==> src/rtl/inst_mem_loader_pkg.sv <==
// Shared definitions for the instruction-memory loader: FSM states, frame marker, length width.
package inst_mem_loader_pkg;

  typedef enum logic [2:0] {
    WAIT_SYNC,
    LEN_LO,
    LEN_HI,
    DATA,
    CHECK,
    DONE,
    ERR
  } state_t;

  localparam logic [7:0] SYNC_BYTE = 8'hA5;
  localparam int         LEN_W     = 16;

endpackage

==> src/rtl/inst_mem_loader_cksum.sv <==
// XOR accumulator over payload bytes; result registered, updates one cycle after en.
// Clear has priority over enable.
module loader_cksum #(
  parameter int W = 8
) (
  input  logic         clk,
  input  logic         rst,
  input  logic         clr,
  input  logic         en,
  input  logic [W-1:0] din,
  output logic [W-1:0] sum
);

  always_ff @(posedge clk or negedge rst) begin
    if (!rst) begin
      sum <= '0;
    end else if (clr) begin
      sum <= '0;
    end else if (en) begin
      sum <= sum ^ din;
    end
  end

endmodule

==> src/rtl/inst_mem_loader.sv <==
// Framed byte-stream loader: SYNC, LEN (words, LE), 4*LEN payload bytes, XOR checksum.
// Writes are registered one cycle after acceptance; ready depends on state only (low in DONE/ERR).
module inst_mem_loader #(
  parameter int                    Address_Width = 32,
  parameter int                    Data_Width    = 8,
  parameter int unsigned           Mem_Depth     = 1024,
  parameter logic [Data_Width-1:0] SYNC_BYTE     = inst_mem_loader_pkg::SYNC_BYTE
) (
  input  logic                     clk,
  input  logic                     rst,
  input  logic [Data_Width-1:0]    i_Byte_Data,
  input  logic                     i_Byte_Valid,
  output logic                     o_Byte_Ready,
  input  logic                     i_Start,
  output logic                     o_Wr_En,
  output logic [Address_Width-1:0] o_Wr_Addr,
  output logic [Data_Width-1:0]    o_Wr_Data,
  output logic                     o_Core_Rst_n,
  output logic                     o_Done,
  output logic                     o_Error
);

  import inst_mem_loader_pkg::*;

  localparam int HALF_W = LEN_W / 2;
  localparam int CNT_W  = LEN_W + 2;

  state_t                   state_q;
  logic [HALF_W-1:0]        len_lo_q;
  logic [LEN_W-1:0]         len_q;
  logic [Address_Width-1:0] byte_cnt_q;
  logic [Data_Width-1:0]    cksum;

  logic                     beat;
  logic                     rearm;
  logic [LEN_W-1:0]         len_in;
  logic [CNT_W-1:0]         len_bytes_in;
  logic                     oversize;
  logic [CNT_W-1:0]         byte_last;
  logic                     cksum_clr;
  logic                     cksum_en;

  assign o_Byte_Ready = (state_q != DONE) && (state_q != ERR);
  assign beat         = i_Byte_Valid && o_Byte_Ready;
  assign rearm        = i_Start && ((state_q == DONE) || (state_q == ERR));

  // Length is validated in bytes, as it arrives, so byte_cnt can never exceed Mem_Depth.
  assign len_in       = {i_Byte_Data[HALF_W-1:0], len_lo_q};
  assign len_bytes_in = {len_in, 2'b00};
  assign oversize     = 32'(len_bytes_in) > Mem_Depth;
  assign byte_last    = {len_q, 2'b00} - CNT_W'(1);

  assign cksum_clr = ((state_q == LEN_HI) && beat) || rearm;
  assign cksum_en  = (state_q == DATA) && beat;

  loader_cksum #(
    .W (Data_Width)
  ) u_cksum (
    .clk (clk),
    .rst (rst),
    .clr (cksum_clr),
    .en  (cksum_en),
    .din (i_Byte_Data),
    .sum (cksum)
  );

  always_ff @(posedge clk or negedge rst) begin
    if (!rst) begin
      state_q      <= WAIT_SYNC;
      len_lo_q     <= '0;
      len_q        <= '0;
      byte_cnt_q   <= '0;
      o_Wr_En      <= 1'b0;
      o_Wr_Addr    <= '0;
      o_Wr_Data    <= '0;
      o_Core_Rst_n <= 1'b0;
      o_Done       <= 1'b0;
      o_Error      <= 1'b0;
    end else begin
      o_Wr_En <= 1'b0;
      case (state_q)
        WAIT_SYNC: begin
          if (beat && (i_Byte_Data == SYNC_BYTE)) state_q <= LEN_LO;
        end
        LEN_LO: begin
          if (beat) begin
            len_lo_q <= i_Byte_Data[HALF_W-1:0];
            state_q  <= LEN_HI;
          end
        end
        LEN_HI: begin
          if (beat) begin
            len_q      <= len_in;
            byte_cnt_q <= '0;
            if (oversize) begin
              state_q <= ERR;
              o_Error <= 1'b1;
            end else if (len_in == '0) begin
              state_q <= CHECK;
            end else begin
              state_q <= DATA;
            end
          end
        end
        DATA: begin
          if (beat) begin
            o_Wr_En    <= 1'b1;
            o_Wr_Addr  <= byte_cnt_q;
            o_Wr_Data  <= i_Byte_Data;
            byte_cnt_q <= byte_cnt_q + Address_Width'(1);
            if (byte_cnt_q == Address_Width'(byte_last)) state_q <= CHECK;
          end
        end
        CHECK: begin
          if (beat) begin
            if (i_Byte_Data == cksum) begin
              state_q      <= DONE;
              o_Done       <= 1'b1;
              o_Core_Rst_n <= 1'b1;
            end else begin
              state_q <= ERR;
              o_Error <= 1'b1;
            end
          end
        end
        DONE, ERR: begin
          if (i_Start) begin
            state_q      <= WAIT_SYNC;
            len_lo_q     <= '0;
            len_q        <= '0;
            byte_cnt_q   <= '0;
            o_Done       <= 1'b0;
            o_Error      <= 1'b0;
            o_Core_Rst_n <= 1'b0;
          end
        end
        default: state_q <= WAIT_SYNC;
      endcase
    end
  end

endmodule

==> config.mk <==
export PLATFORM = sky130hd
export DESIGN_NAME = inst_mem_loader
export DESIGN_NICKNAME = d
export VERILOG_FILES = /design/src/rtl/inst_mem_loader_pkg.sv /design/src/rtl/inst_mem_loader_cksum.sv /design/src/rtl/inst_mem_loader.sv
export SDC_FILE = /design/constraint.sdc
export NUM_CORES = 1
export LEC_CHECK = 0
export CAP_MARGIN = 10
export CORE_ASPECT_RATIO = 1.4
export CORE_UTILIZATION = 50
export CTS_CLUSTER_DIAMETER = 60
export DETAILED_ROUTE_END_ITERATION = 8
export PLACE_DENSITY_LB_ADDON = 0.08
export SLEW_MARGIN = 20
export SYNTH_ARGS = -nofsm -noshare
export SYNTH_HDL_FRONTEND = slang
export SYNTH_SLANG_ARGS = --single-unit
export TNS_END_PERCENT = 100
==> constraint.sdc <==
create_clock -name clk -period 2.9 [get_ports clk]
set_clock_uncertainty 0.05 [all_clocks]
set_input_delay 0.435 -clock clk [delete_from_list [all_inputs] [get_ports clk]]
set_output_delay 0.435 -clock clk [all_outputs]
set_load 0.01 [all_outputs]
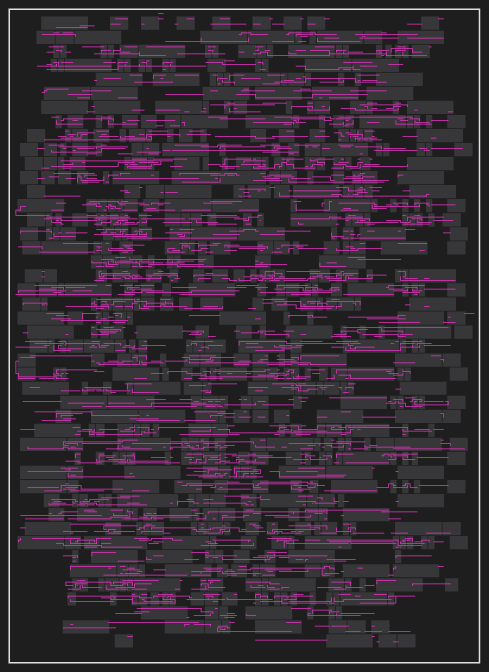
(met1 routing)
Cells faint in the background.
- wire length on this layer: 5330 um
- longest straight run: 23.5 um

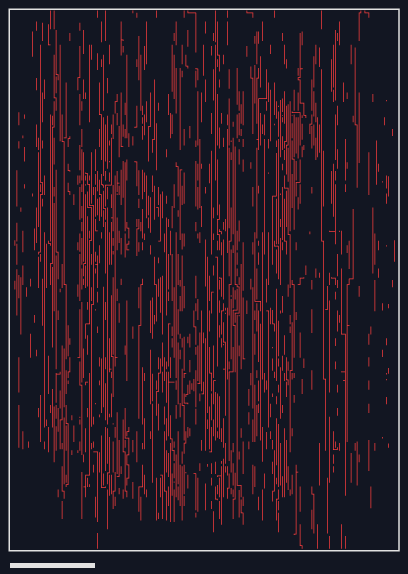
(metal 2)
Scale bar: 20 um.
- share of all routed wire: 50%
- main direction: vertical
- nets with wire on the layer: 560
- longest straight run: 50.7 um
- wire length on this layer: 6320 um
total vias in the final route: 4483
met2 Use GR: 40.20%

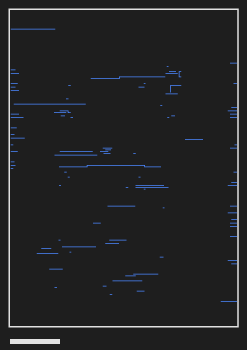
(the metal 3 layer)
Scale bar: 20 um.
- share of all routed wire: 3.2%
- longest straight run: 28.5 um
- wire length on this layer: 405 um
- main direction: horizontal
- nets with wire on the layer: 68

==> results_slide.txt <==
Key Metrics from the Run

Final layout
  • Inserted Diodes: 0
  • Area growth, synth to finish: 18.93%
  • Dominant logic cell types in the final layout: nand2_1 (171), dfrtp_1 (110), nor2_1 (58)
  • Clkbuf count: 10
  • Inverters: 8
  • Layout fillers: 1000
  • Flip-flops: 110
  • Sequential cell area: between 2000 and 3000 sq um
  • Clock-cell share of area: 4.707%
  • Flop share of the area: 41.93%
  • Logic share of the area: 39.58%
  • Post-route cell area: 6565 sq um
  • Largest cell class by area: sequential cells
  • Largest regs: byte_cnt_q (32), o_Wr_Addr (32), len_q (16)

Clock tree
  • Clock Latency Late Sink: 0.35 ns
  • Maximum clock insertion buffer count: 2
  • Post_cts resized: 0
  • Clock slew at the register clock pins of the worst setup and hold paths: 0.07 ns
  • H-tree depth: 3
  • Root Buffer: clkbuf_16
  • CTS tree: yes

Pwr
  • Logic pwr share: 38.6%
  • Lkg Pwr: 3.060 nW
  • Comb pwr: between 2 and 2.5 mW
  • Int Power: 3.367 mW
  • Power Dens Cells: 825.0 nW/um^2
  • Worst vdd ir: 0.0005319 V
  • Total Power: ~5.4 mW
  • Clock Power Share: 23.3%
  • P_seq: about 2.1 mW

Floorplanning
  • Die area: 11470 sq um
  • Well Taps: about 140
  • Area of the core: 10810 sq um
  • Floorplan utilization: 51.06%
  • Standard-cell row count: 45
  • Die height: 126.3 um

Min path
  • Hold Path Class: in -> async

Worst setup path
  • R2R depth: 7
  • CP Buf/Inv Count: 0
  • Slowest CP cell: or4_4
  • RR Endpoint: state_q[0]
  • Data arrival, critical path: 2.88 ns
  • Max FO, Critical Path: 7
  • Levels on crit path: 7
  • Startpoint types: flip-flop
  • Critical path endpoint category: flip-flop
  • Critical Path End: state_q[0]
  • Worst R2R Setup Slack: 0.21 ns
  • WP data required: 3.08 ns
  • CP max stage delay: 0.56 ns

Synth
  • Post-Syn Area: 5520 sq um
  • Mux share of post-synthesis cell area: 0.9746%
  • Adder Share, Synth: 0.4533%
  • Top post-synthesis cells by count: nand2_1 (171), dfrtp_1 (110), nor2_1 (58)
  • Top cell area share: 49.86%
  • Synth Area in Compound Gates: 8.296%
  • Flops after synth: around 110
  • Simple Share, Synth: roughly 27%
  • Chip area in the Yosys report: 5520 sq um
  • Post-synthesis instance total: approximately 620
  • Main flop type: dfrtp_1
  • Unique cell types: 53
  • Synthesized Nets: 633
  • Dominant comb cell: simple AND/OR/NAND/NOR gates
  • FFs w/ async S/R, synth: 100.0%

Placed design
  • Pre-CTS WS: 0.06859 ns
  • GPL Wtd Cong: 0.8898

Global routing
  • Initial antenna violation count: 0
  • First-pass GRT wire length: roughly 22 mm
  • Largest net degree at the start of global routing: 58
  • Gr busiest metal: met2

Detailed routing
  • Met2 WL: between 6 and 7 mm
  • Highest metal used: met4
  • DR WL met3: 405 um
  • DRT antenna net count: 0
  • DRC: 0

Flow run
  • Max Cap Viol: 0

Final timing
  • Relative slew slack: 33.27%
  • Final setup viols: 0
  • PnR worst setup slack: 0.2089 ns
  • Worst-Margin Slew: 0.9972 ns
  • Final Cycle Share: approximately 93%

Run status
  • Status: finished, final reports clean
Power and IR drop assume default switching activity.
